File: config.mk
export PLATFORM = sky130hd
export DESIGN_NAME = spike_out_encoder
export DESIGN_NICKNAME = d
export VERILOG_FILES = /design/src/rtl/snn_pkg.sv /design/src/rtl/spike_fifo.sv /design/src/rtl/spike_out_encoder.sv
export SDC_FILE = /design/constraint.sdc
export NUM_CORES = 1
export LEC_CHECK = 0
export ABC_CLOCK_PERIOD_IN_PS = 5400
export CORE_MARGIN = 2
export CORE_UTILIZATION = 30
export DETAILED_ROUTE_END_ITERATION = 12
export PLACE_DENSITY_LB_ADDON = 0.25
export SYNTH_ARGS = -nofsm -noshare
export SYNTH_HDL_FRONTEND = slang
export SYNTH_SLANG_ARGS = --single-unit
File: constraint.sdc
create_clock -name clk_i -period 5.4 [get_ports clk_i]
set_input_delay 0.54 -clock clk_i [delete_from_list [all_inputs] [get_ports clk_i]]
set_output_delay 0.54 -clock clk_i [all_outputs]
set_load 0.005 [all_outputs]
File: src/rtl/snn_pkg.sv
// Shared types and constants for the spike output path of a neuromorphic core.
package snn_pkg;

  // Tick-level control states of the spike output encoder.
  typedef enum logic [1:0] {
    IDLE    = 2'd0,
    COLLECT = 2'd1,
    DRAIN   = 2'd2,
    DONE    = 2'd3
  } state_e;

  // Default core geometry: 256 neurons per core, 1-bit core identifier.
  localparam int DEF_NUM_NEURONS   = 256;
  localparam int DEF_CORE_ID_WIDTH = 1;
  localparam int DEF_NIDX_W        = $clog2(DEF_NUM_NEURONS);
  localparam int DEF_PKT_W         = DEF_CORE_ID_WIDTH + DEF_NIDX_W;

  // Router packet for the default geometry: core identifier in the MSBs,
  // neuron index below it. Encoder instances with other geometries use a
  // parameterised struct with this same field order.
  typedef struct packed {
    logic [DEF_CORE_ID_WIDTH-1:0] core_id;
    logic [DEF_NIDX_W-1:0]        neuron_idx;
  } pkt_t;

  // Width of an up-counter that must be able to hold the value n.
  function automatic int count_width(input int n);
    return $clog2(n + 1);
  endfunction

endpackage

File: src/rtl/spike_fifo.sv
// Synchronous show-ahead FIFO: the head entry is visible on rdata_o whenever
// empty_o is low. Pushes while full and pops while empty are ignored.
module spike_fifo #(
  parameter int WIDTH = 8,
  parameter int DEPTH = 16
) (
  input  logic             clk_i,
  input  logic             rst_n_i,
  input  logic             push_i,
  input  logic [WIDTH-1:0] wdata_i,
  input  logic             pop_i,
  output logic [WIDTH-1:0] rdata_o,
  output logic             full_o,
  output logic             empty_o
);

  localparam int AW = $clog2(DEPTH);

  // Pointers carry one extra wrap bit so full and empty are distinguishable.
  logic [AW:0]      wr_ptr_q, rd_ptr_q;
  logic [WIDTH-1:0] mem_q [DEPTH];
  logic             do_push, do_pop;

  assign empty_o = (wr_ptr_q == rd_ptr_q);
  assign full_o  = (wr_ptr_q[AW] != rd_ptr_q[AW]) &&
                   (wr_ptr_q[AW-1:0] == rd_ptr_q[AW-1:0]);
  assign do_push = push_i && !full_o;
  assign do_pop  = pop_i && !empty_o;
  assign rdata_o = mem_q[rd_ptr_q[AW-1:0]];

  // Pointer update; reset empties the FIFO.
  // NOTE: sequential state uses non-blocking assignments so every flop samples
  // pre-edge values regardless of statement order.
  always_ff @(posedge clk_i or negedge rst_n_i) begin
    if (!rst_n_i) begin
      wr_ptr_q <= '0;
      rd_ptr_q <= '0;
    end else begin
      if (do_push) wr_ptr_q <= wr_ptr_q + 1'b1;
      if (do_pop)  rd_ptr_q <= rd_ptr_q + 1'b1;
    end
  end

  // Storage write.
  // NOTE: the storage array has no reset; the pointers alone define validity,
  // and leaving the array unreset lets it map onto plain RAM.
  always_ff @(posedge clk_i) begin
    if (do_push) mem_q[wr_ptr_q[AW-1:0]] <= wdata_i;
  end

endmodule

File: src/rtl/spike_out_encoder.sv
// Collects one neuron result per handshake during a tick, buffers the
// indices of spiking neurons and emits them as {CORE_ID, neuron index}
// router packets. Signals tick completion once all neurons are reported and
// the buffer has drained.
module spike_out_encoder
  import snn_pkg::*;
#(
  parameter int                     NUM_NEURONS   = 256,
  parameter int                     FIFO_DEPTH    = 16,
  parameter int                     CORE_ID_WIDTH = 1,
  parameter logic [CORE_ID_WIDTH-1:0] CORE_ID     = '0,
  localparam int                    NIDX_W        = $clog2(NUM_NEURONS),
  localparam int                    PKT_W         = CORE_ID_WIDTH + NIDX_W,
  localparam int                    CNT_W         = count_width(NUM_NEURONS)
) (
  input  logic              clk_i,
  input  logic              rst_n_i,
  input  logic              tick_i,
  input  logic              neuron_valid_i,
  input  logic              spike_i,
  input  logic [NIDX_W-1:0] neuron_idx_i,
  output logic              in_ready_o,
  output logic              pkt_valid_o,
  input  logic              pkt_ready_i,
  output logic [PKT_W-1:0]  pkt_data_o,
  output logic              busy_o,
  output logic              tick_done_o,
  output logic [CNT_W-1:0]  spike_count_o,
  output logic              err_o
);

  typedef struct packed {
    logic [CORE_ID_WIDTH-1:0] core_id;
    logic [NIDX_W-1:0]        neuron_idx;
  } pkt_s;

  localparam logic [CNT_W-1:0] LAST_CNT = CNT_W'(NUM_NEURONS - 1);

  state_e            state_q;
  logic [CNT_W-1:0]  nrn_cnt_q;
  logic [CNT_W-1:0]  spike_cnt_q;
  logic              err_q;

  logic              fifo_full, fifo_empty;
  logic [NIDX_W-1:0] fifo_head;
  logic              accept, push, pop;
  pkt_s              pkt;

  // Handshakes. in_ready_o depends only on registered state, so a full
  // buffer stalls every result, spiking or not.
  assign in_ready_o  = (state_q == COLLECT) && !fifo_full;
  assign accept      = neuron_valid_i && in_ready_o;
  assign push        = accept && spike_i;
  assign pkt_valid_o = !fifo_empty;
  assign pop         = pkt_valid_o && pkt_ready_i;

  assign busy_o        = (state_q != IDLE);
  assign tick_done_o   = (state_q == DONE);
  assign spike_count_o = spike_cnt_q;
  assign err_o         = err_q;

  spike_fifo #(
    .WIDTH (NIDX_W),
    .DEPTH (FIFO_DEPTH)
  ) u_fifo (
    .clk_i   (clk_i),
    .rst_n_i (rst_n_i),
    .push_i  (push),
    .wdata_i (neuron_idx_i),
    .pop_i   (pop),
    .rdata_o (fifo_head),
    .full_o  (fifo_full),
    .empty_o (fifo_empty)
  );

  // Packet assembly; the index field reads as zero while nothing is buffered
  // so the port shows a defined value even though the storage is unreset.
  // NOTE: every always_comb output gets a value on every path (here
  // unconditionally) so no latch is inferred.
  always_comb begin
    pkt.core_id    = CORE_ID;
    pkt.neuron_idx = fifo_empty ? '0 : fifo_head;
  end
  assign pkt_data_o = pkt;

  // Tick FSM with neuron and spike counters.
  always_ff @(posedge clk_i or negedge rst_n_i) begin
    if (!rst_n_i) begin
      state_q     <= IDLE;
      nrn_cnt_q   <= '0;
      spike_cnt_q <= '0;
    end else begin
      unique case (state_q)
        IDLE: begin
          if (tick_i) begin
            state_q     <= COLLECT;
            nrn_cnt_q   <= '0;
            spike_cnt_q <= '0;
          end
        end
        COLLECT: begin
          if (accept) begin
            nrn_cnt_q <= nrn_cnt_q + CNT_W'(1);
            if (spike_i) spike_cnt_q <= spike_cnt_q + CNT_W'(1);
            if (nrn_cnt_q == LAST_CNT) state_q <= DRAIN;
          end
        end
        DRAIN: begin
          if (fifo_empty) state_q <= DONE;
        end
        DONE: begin
          state_q <= IDLE;
        end
        default: state_q <= IDLE;
      endcase
    end
  end

  // Sticky protocol error: results offered outside COLLECT, or a tick
  // request while a tick is still in flight.
  always_ff @(posedge clk_i or negedge rst_n_i) begin
    if (!rst_n_i) begin
      err_q <= 1'b0;
    end else if ((neuron_valid_i && (state_q != COLLECT)) ||
                 (tick_i && (state_q != IDLE))) begin
      err_q <= 1'b1;
    end
  end

endmodule

==> run summary, run 1 <==
From the run reports.

- The final net count is 471.
- In this run the remaining antenna-violating nets after routing total 0.
- The flow ran to the end, and the final reports show no timing, DRC or antenna violations.
- The AND-OR/OR-AND share of the synthesized area is 4.901%.
- The total global-route track usage is 12.99%.
- The destination of the critical timing path reads pkt_data_o[5].
- The synthesis run shows multiplexers occupying 15.38% of the cell area.
- TritonCTS built the clock tree.
- The routed wirelength normalized by instance count reads 19.40 microns.
- Leaving out fill and tap cells, the most frequent cell in the layout is sky130_fd_sc_hd__edfxtp_1.
- The most critical hold endpoint after final layout shows a slack of 501.4 ps.
- The minimum setup slack among reg-to-reg paths reads 1630 ps.
- Yosys shows that the main logic family after synthesis is multiplexers.
- The count of H-tree levels built during CTS is 4.
- The most area-hungry cell type in the Yosys netlist is sky130_fd_sc_hd__edfxtp_1.
- The floorplan utilization reads 30.71%.
- The synthesized flop and latch total reads 159.
- The total CTS buffers reads 17.
- Per the slew report, the remaining headroom to the max-slew limit stands at 27.64%.
- The number of resized instances in the post-cts repair step is 0.
- Synthesis produced 407 cells.
- The routed via count reads 3769.
- The post-synthesis xor/xnor area fraction reads 1.753%.
- The net count of the mapped netlist is 433.
- The final critical-path share of the clock period reads 72.78%.
- The last timing report of the flow puts the setup violation total at 0.
- The half-perimeter wire length after detailed placement is 9571 microns.
- The total tool warning count is 32.
- The arrival time of data at the critical path endpoint is 3390 ps.
- STA classifies the critical path startpoint as a register.
- In this run the critical register-to-register path is captured at u_fifo.mem_q[12][5].
- Before any placement, the netlist area is recorded as 0.006995 sq mm.
- The clock net sink count is 159.
- The antenna diode count is 0.
- The wire length recorded after detailed routing is 14960 microns.
- The maximum buffer depth of the clock tree reads 2.
- Measured in cells, the most critical reg-to-reg path has a length of 6.
- After global routing the overflow that remains totals 0.
- The remaining routing DRC violations reads 0.
- The detailed router's first-iteration violation count reads 304.
- The origin of the critical flop-to-flop path reads state_q[1].
- The clock slew at the register clock pins of the worst setup and hold paths reads 60 ps.
- The pin count of the biggest net entering global routing is 37.
- Of the total synthesized cell area, the portion taken by full adders, half adders and majority gates is 2.146%.
- The area fraction in and, or, nand and nor cells reads 7.190%.
- In the layout the commonest cells are sky130_fd_sc_hd__edfxtp_1, sky130_fd_sc_hd__clkdlybuf4s50_1, sky130_fd_sc_hd__mux4_1, sky130_fd_sc_hd__dfrtp_1, sky130_fd_sc_hd__nand2_1.
- Pin placement for this block handled 37 I/O pins.
- The post-route netlist has 11.79% of its cells at a drive strength greater than 1.
- The report puts the hold buffer count at CTS at 0.
- The maximum fanout along the worst path is 36.
- STA classifies the critical path endpoint as an output port.
- After detailed routing, the number of vias per cell comes to 4.888.
- The die outline area reads 0.02455 sq mm.
- Looking at the cell usage after synthesis, the top flip-flop cell is sky130_fd_sc_hd__edfxtp_1.
- The number of cells on the worst hold path reads 1.
- The placement row count is 55.
- The count of instantiated cells in the yosys netlist is 407.
- The fraction of registers with async set/reset reads 19.50%.
- Before antenna repair, the detailed router went through 5 iterations.
- The static power due to leakage reads 2.791 nW.
- During synthesis, Yosys emitted a total of 0 warnings.
- The upper clock frequency limit is 254.5 MHz.
- The worst path in the final design needs a cycle of 3930 ps, including I/O delays and setup.
- For reference, the critical path is launched at u_fifo.rd_ptr_q[0].
- The number of maximum-capacitance violations recorded for the run is 0.
- The synthesized area per cell is 17.19 sq um.
- Sequential elements use 66.03% of the synthesized area.
- The number of filler cells placed in the layout reads 2159.
- The number of global-route vias before repair is 3909.
- The power density normalized to cell area is 476.4 mW/mm^2.
- The count of buffers inserted at the top-level ports is 35.
- The data required time of the critical path reads 4860 ps.
- The type of the worst min-delay path is reg2reg.
-- run 1: critical path: stages, from the launching register on --
cell and delay, ps:
sky130_fd_sc_hd__dfrtp_2 1080, sky130_fd_sc_hd__mux4_1 750, sky130_fd_sc_hd__mux4_2 520, sky130_fd_sc_hd__and2_1 170
sky130_fd_sc_hd__clkdlybuf4s50_1 450
-- run 1: power by group --
part           leakage [nW]  total [mW]  switching [mW]  internal, mW
Sequential             1.55        1.63           0.228          1.40
Combinational         0.975        1.14           0.504         0.634
Clock                 0.261        1.13           0.528         0.606
Total                  2.79        3.90            1.26          2.64
-- run 1: layer usage --
layer  vias to the layer above  wire (microns)  GRT usage (%)
li1                       1717               -              -
met1                      1956            6840          17.94
met2                        89            7246          20.70
met3                         7             806          3.185
met4                         0              65          3.102
met5                         -               0              0
-- run 1: synthesized netlist by cell type (2+ instances only) --
master                     number
sky130_fd_sc_hd__and3_1        10
sky130_fd_sc_hd__ha_1          12
sky130_fd_sc_hd__a21oi_1        8
sky130_fd_sc_hd__nand2b_1       2
sky130_fd_sc_hd__inv_1         11
sky130_fd_sc_hd__mux2i_1        4
sky130_fd_sc_hd__or4_1          3
sky130_fd_sc_hd__xnor2_1       13
sky130_fd_sc_hd__buf_4          2
sky130_fd_sc_hd__nand4_1        6
sky130_fd_sc_hd__mux4_1        30
sky130_fd_sc_hd__mux2_2         2
sky130_fd_sc_hd__o311ai_0       5
sky130_fd_sc_hd__nor2_1        15
sky130_fd_sc_hd__o221ai_1       2
sky130_fd_sc_hd__nand2_1       24
sky130_fd_sc_hd__buf_2          2
sky130_fd_sc_hd__edfxtp_1     128
sky130_fd_sc_hd__dfrtp_1       31
sky130_fd_sc_hd__nor3_2         3
sky130_fd_sc_hd__nor3_1         3
sky130_fd_sc_hd__nand3_1       14
sky130_fd_sc_hd__buf_6          4
sky130_fd_sc_hd__o211ai_1       5
sky130_fd_sc_hd__and2_1         9
sky130_fd_sc_hd__clkbuf_1       7
sky130_fd_sc_hd__buf_1          2
sky130_fd_sc_hd__nor2b_1        3
sky130_fd_sc_hd__mux4_2        10
sky130_fd_sc_hd__o21ai_0       15
-- run 1: final cells by class --
class / instances / area (sq um) / share of cell area (%)
Clock buffer: 19 / 432.9 / 5.293
Tap cell: 313 / 391.6 / 4.788
Inverter: 12 / 45.04 / 0.5507
Clock inverter: 13 / 117.6 / 1.438
Multi-Input combinational cell: 217 / 2198 / 26.88
Sequential cell: 159 / 4621 / 56.49
Timing Repair Buffer: 38 / 372.9 / 4.559
-- run 1: through the flow --
| step | util [%] | setup WS, ps | total power [mW] | instances |
|---|---|---|---|---|
| 2_1_floorplan | - | 2903 | 2.366 | 407 |
| 4_1_cts | 35.91 | 1418 | 3.948 | 771 |
| 3_3_place_gp | 33.49 | 1661 | 2.795 | 739 |
| 3_5_place_dp | 33.49 | 1537 | 2.804 | 739 |
| 6_report | 35.91 | 1470 | 3.897 | 771 |
| 5_1_grt | 35.91 | 1288 | 4.107 | 771 |
-- run 1: flip-flops by register name, summed over array words and instances, names as in the netlist --
name	flops
u_fifo.wr_ptr_q	5
spike_count_o	9
state_q	2
err_o	1
nrn_cnt_q	9
u_fifo.rd_ptr_q	5
u_fifo.mem_q	128
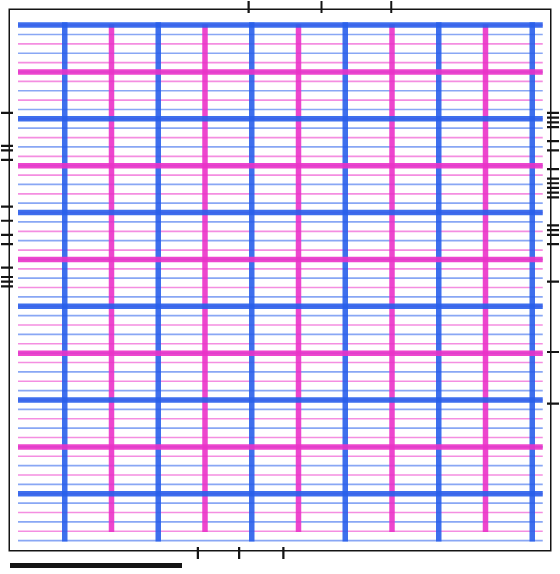
(run_1/pdn.png)
Scale bar: 50 microns. Pins as bars on the die edge.
[VSS] blue
[VDD] magenta
met5 straps: 11
signal pins: 37
met1 rails: 56
met4 straps: 11
Die X: 156.7 microns
Vert. Die Dim: 156.7 microns
largest vdd supply drop: 0.0003324 V
area of the core region: 0.02278 sq mm

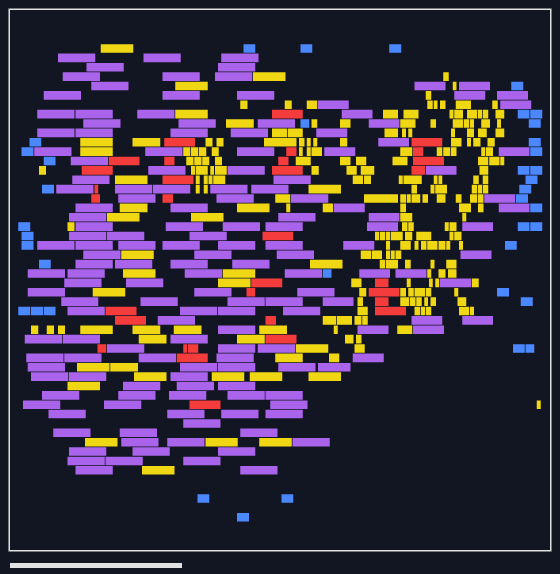
(run_1/cell_classes.png)
Scale bar: 50 microns.
[flops] purple | cells: 159
[all other logic] yellow | cells: 229
[clock drivers and dummy loads] red | cells: 32
[other buffers and delay cells] blue | cells: 38
end-of-flow core utilization: 35.91%
design area: 0.008179 sq mm

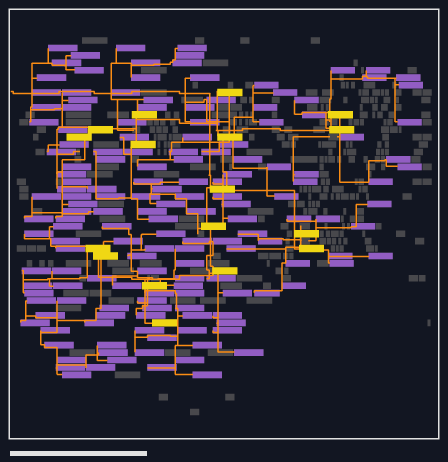
(run_1/clock_map.png)
Scale bar: 50 microns.
[clock wires] orange | length: 2010 microns
[cells driving clock nets] yellow | count: 17
[flip-flops] purple | count: 159
routed clock nets: 18
clock insertion delay at the later pin of the skew report: 420 ps
Fin Clk Skew: 14.22 ps
clock group power: 1.13 mW
Clk pwr share: 29.1%

==> run_1/final_placement.png <==
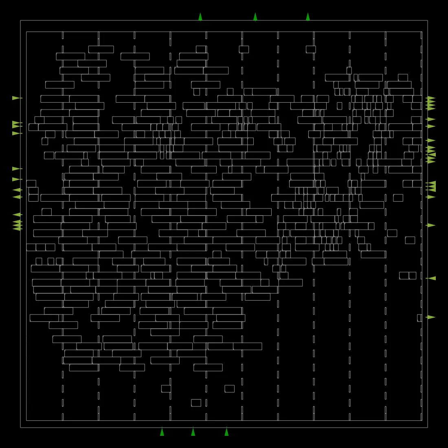

==> run 2: changes to the inputs <==
--- a/config.mk
+++ b/config.mk
@@ -5,7 +5,7 @@
 export SDC_FILE = /design/constraint.sdc
 export NUM_CORES = 1
 export LEC_CHECK = 0
-export ABC_CLOCK_PERIOD_IN_PS = 5400
+export ABC_CLOCK_PERIOD_IN_PS = 3200
 export CORE_MARGIN = 2
 export CORE_UTILIZATION = 30
 export DETAILED_ROUTE_END_ITERATION = 12
==> constraint.sdc (replaced) <==
create_clock -name clk_i -period 3.2 [get_ports clk_i]
set_input_delay 0.32 -clock clk_i [delete_from_list [all_inputs] [get_ports clk_i]]
set_output_delay 0.32 -clock clk_i [all_outputs]
set_load 0.005 [all_outputs]
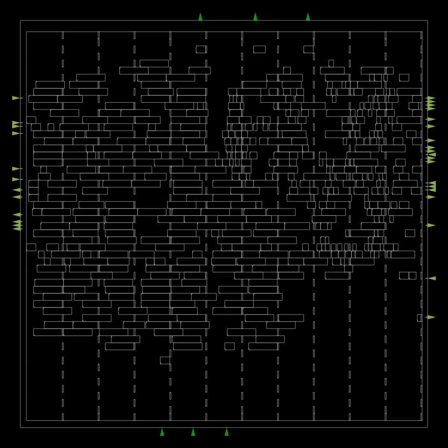
(run_2/final_placement.png)
FILL cells: 2082
end-of-flow core utilization: 37.28%
final non-filler cell total: 793
share of the final layout cell area in sequential cells: 54.41%
Std-Cell Rows: 55

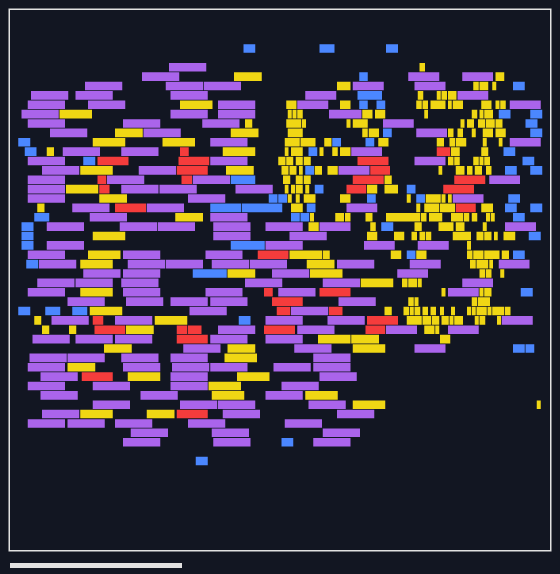
(run_2/cell_classes.png)
Scale bar: 50 microns.
[clock drivers and dummy loads] red | cells: 32
[flops] purple | cells: 159
[all other logic] yellow | cells: 229
[other buffers and delay cells] blue | cells: 60
design area: 0.008492 sq mm

==> run 2 against run 1 <==
Clock skew fell by 1.3 ps. Final area rose by 3.8%. Wire length rose by 9.6%. Count of clock-buffer cells in the layout fell by 2. Register-to-register slack got worse by 1100 ps. Area after synthesis did not move. Combinational power rose by 120%. Highest routed layer unchanged. Clock power rose by 77%. Critical path type unchanged. Global-route usage rose by 1.0 points.
==> run summary, run 2 <==
From the run reports.

- The pin count of the biggest net entering global routing reads 36.
- The report counts max-capacitance violations totalling 0.
- Among all cell types in the netlist, the one instantiated most often is sky130_fd_sc_hd__edfxtp_1.
- The final antenna diode tally reported by the flow is 0.
- The shortest clock period the worst path allows after layout reads 3173 ps.
- The clock net in this run drives a total of 159 sinks.
- The floorplan utilization reads 30.71%.
- The final net count is 493.
- Global routing finished with a remaining overflow of 0.
- The arrival time of data at the critical path endpoint reads 2850 ps.
- The die covers 0.02455 sq mm.
- The min-delay analysis places its worst path in the category in2async.
- The amount of wire on met3 after detailed routing is 617 microns.
- The count of nets left with antenna violations after detail routing reads 0.
- The maximum vdd drop is 0.0004357 V.
- After detailed routing, the average wire length per cell comes to 20.68 microns.
- The remaining routing DRC violations reads 0.
- The y dimension of the die reads 156.7 microns.
- The TritonCTS clock tree is yes.
- Looking at the max-slew report, the worst-margin pin has a slew of 729.0 ps.
- The maximum fanout along the worst path reads 4.
- Per the detail_route log, met2 wirelength is 7942 microns.
- Once detailed placement completed, the half-perimeter wirelength came to 9621 microns.
- The number of top-level pins is 37.
- The synthesized flop and latch total is 159.
- The global placement routability congestion is 0.7631.
- The yosys warning tally reads 0.
- The dominant register cell is sky130_fd_sc_hd__edfxtp_1.
- The number of clock buffers added by TritonCTS is 17.
- The cell count after synthesis is 407.
- The highest signal layer in the routed design reads met4.
- The iteration count recorded for the first detailed-route pass is 4.
- The clock slew at the register clock pins of the worst setup and hold paths is 70 ps.
- The clock tree skew after final layout reads 12.93 ps.
- The area fraction of the largest cell type after synthesis is 54.95%.
- The number of flip-flops under the largest register name is 128.
- The number of global-route vias before repair is 3987.
- Dividing the final minimum period by the clock period gives 99.14%.
- Per the finish-stage timing summary, setup violations number 0.
- The highest clock rate this design can be run at is 315.2 MHz.
- The clock insertion delay at the later pin of the skew report is 430 ps.
- The core footprint is 0.02278 sq mm.
- Headroom to the max-slew limit came out at 51.08%.
- The netlist area before placement is 0.006995 sq mm.
- Counting tap cells, the placed design contains a total of 753 instances.
- STA classifies the critical path startpoint as a register.
- The fraction of registers with async set/reset is 19.50%.
- The detailed router's first-iteration violation count is 264.
- The flow ran to the end, and the final reports show no timing, DRC or antenna violations.
- The fraction of layout cells with a size suffix above 1 reads 17.29%.
- The die is 156.7 microns wide.
- The total tool warning count reads 33.
- The count of buffers inserted at the top-level ports reads 35.
- STA classifies the critical path endpoint as an output port.
- The most area-hungry cell type in the Yosys netlist is sky130_fd_sc_hd__edfxtp_1.
- A synthesized cell averages 17.19 sq um.
- The static power due to leakage is 2.989 nW.
- The total global-route track usage is 14.00%.
- The routed wirelength on the met1 layer is recorded as 7755 microns.
- The count of instantiated cells in the yosys netlist is 407.
- Sequential cells were found to cover 66.03% of the synthesized design area.
- The sum of routed wire length over all layers reads 16400 microns.
- The power density normalized to cell area is 822.6 mW/mm^2.
- Counting along the longest clock path gives a buffer depth of 2.
- The routed via count is 3933.
- The count of H-tree levels built during CTS reads 4.
- After detailed routing, the number of vias per cell comes to 4.960.
- Leaving out fill and tap cells, the most frequent cells in the layout are sky130_fd_sc_hd__edfxtp_1, sky130_fd_sc_hd__clkdlybuf4s50_1, sky130_fd_sc_hd__dfrtp_1.
- Ranked by instance count, the synthesized netlist is headed by sky130_fd_sc_hd__edfxtp_1, sky130_fd_sc_hd__dfrtp_1, sky130_fd_sc_hd__mux4_1, sky130_fd_sc_hd__nand2_1.
- At floorplan, the net count of the design was reported as 433.
- Hold timing on the final database bottoms out at a slack of 287.5 ps.
- The leading cell type in the layout, fill and taps excluded reads sky130_fd_sc_hd__edfxtp_1.
- The data required time of the critical path reads 2880 ps.
==> run 2: logic make-up after synthesis <==
logic type / after synthesis / share of synthesized area (%)
flip-flops: 159 / 66.03
AND/OR/NAND/NOR: 96 / 7.190
AND-OR/OR-AND: 48 / 4.901
multiplexers: 46 / 15.38
buffers and inverters: 31 / 2.540
XOR/XNOR: 14 / 1.753
adder cells (fa/ha/maj): 12 / 2.146
other: 1 / 0.05361
==> run 2: worst paths after layout <==
path / start / end / slack [ps] / cells after the start
worst max-delay path: u_fifo.rd_ptr_q[0] / pkt_data_o[5] / 30 / 5
worst min-delay path: rst_n_i / spike_count_o[6] / 290 / 2
worst max register to register: u_fifo.wr_ptr_q[3] / u_fifo.mem_q[8][0] / 520 / 4
worst min register to register: err_o / err_o / 490 / 1
max in group asynchronous: rst_n_i / u_fifo.rd_ptr_q[0] / 2580 / 2
min in group clk_i: err_o / err_o / 490 / 1
==> run 2: repair_timing <==
| action | CTS | global route |
|---|---|---|
| endpoints found under the setup margin | 2 | 8 |
| hold buffers | 0 | 0 |
| gates resized | 2 | 9 |
| setup buffers | 4 | 0 |
| gates cloned | 3 | 1 |
| hold endpoints to repair | 0 | 0 |
==> run 2: critical path: stages, from the launching register on <==
cell and delay (ps):
sky130_fd_sc_hd__dfrtp_2 440, sky130_fd_sc_hd__bufbuf_16 290, sky130_fd_sc_hd__mux4_1 570, sky130_fd_sc_hd__mux4_2 510, sky130_fd_sc_hd__and2_1 180, sky130_fd_sc_hd__clkdlybuf4s50_1 440
==> run 2: where the power goes <==
group / leakage (nW) / total (mW) / internal [mW] / switching, mW
clock network: 0.279 / 2.00 / 1.05 / 0.951
registers: 1.55 / 2.50 / 2.36 / 0.134
logic: 1.16 / 2.49 / 1.32 / 1.16
total: 2.99 / 6.99 / 4.74 / 2.25
==> run 2: layer usage <==
| metal | global-route usage (%) | up-vias |
|---|---|---|
| met5 | 0 | - |
| met4 | 3.539 | 0 |
| met3 | 3.572 | 6 |
| met2 | 22.62 | 96 |
| met1 | 18.86 | 2063 |
| li1 | - | 1768 |
==> run 2: cell type report <==
type                       instances  area (sq um)  share of cell area [%]
inverter                          12         45.04                  0.5304
clock inverter                    15         167.7                   1.974
tap                              313         391.6                   4.612
timing repair buffer              60         655.6                   7.721
clock buffer                      17         425.4                   5.010
sequential                       159          4621                   54.41
multi-input combinational        217          2186                   25.74
==> run 2: stage by stage <==
step	power (mW)	utilization (%)	area, sq um	setup WS (ps)	TNS (ps)
after floorplan	3.993	-	6995	703.1	0
after global placement	4.765	34.01	7746	445.8	0
after detailed placement	4.790	34.01	7746	457.6	0
after CTS	7.024	37.18	8469	9.676	0
after global routing	7.355	37.28	8492	-47.05	-107.0
final	6.985	37.28	8492	27.47	0
Power figures rest on the tool's default switching activity, not on a simulated workload.
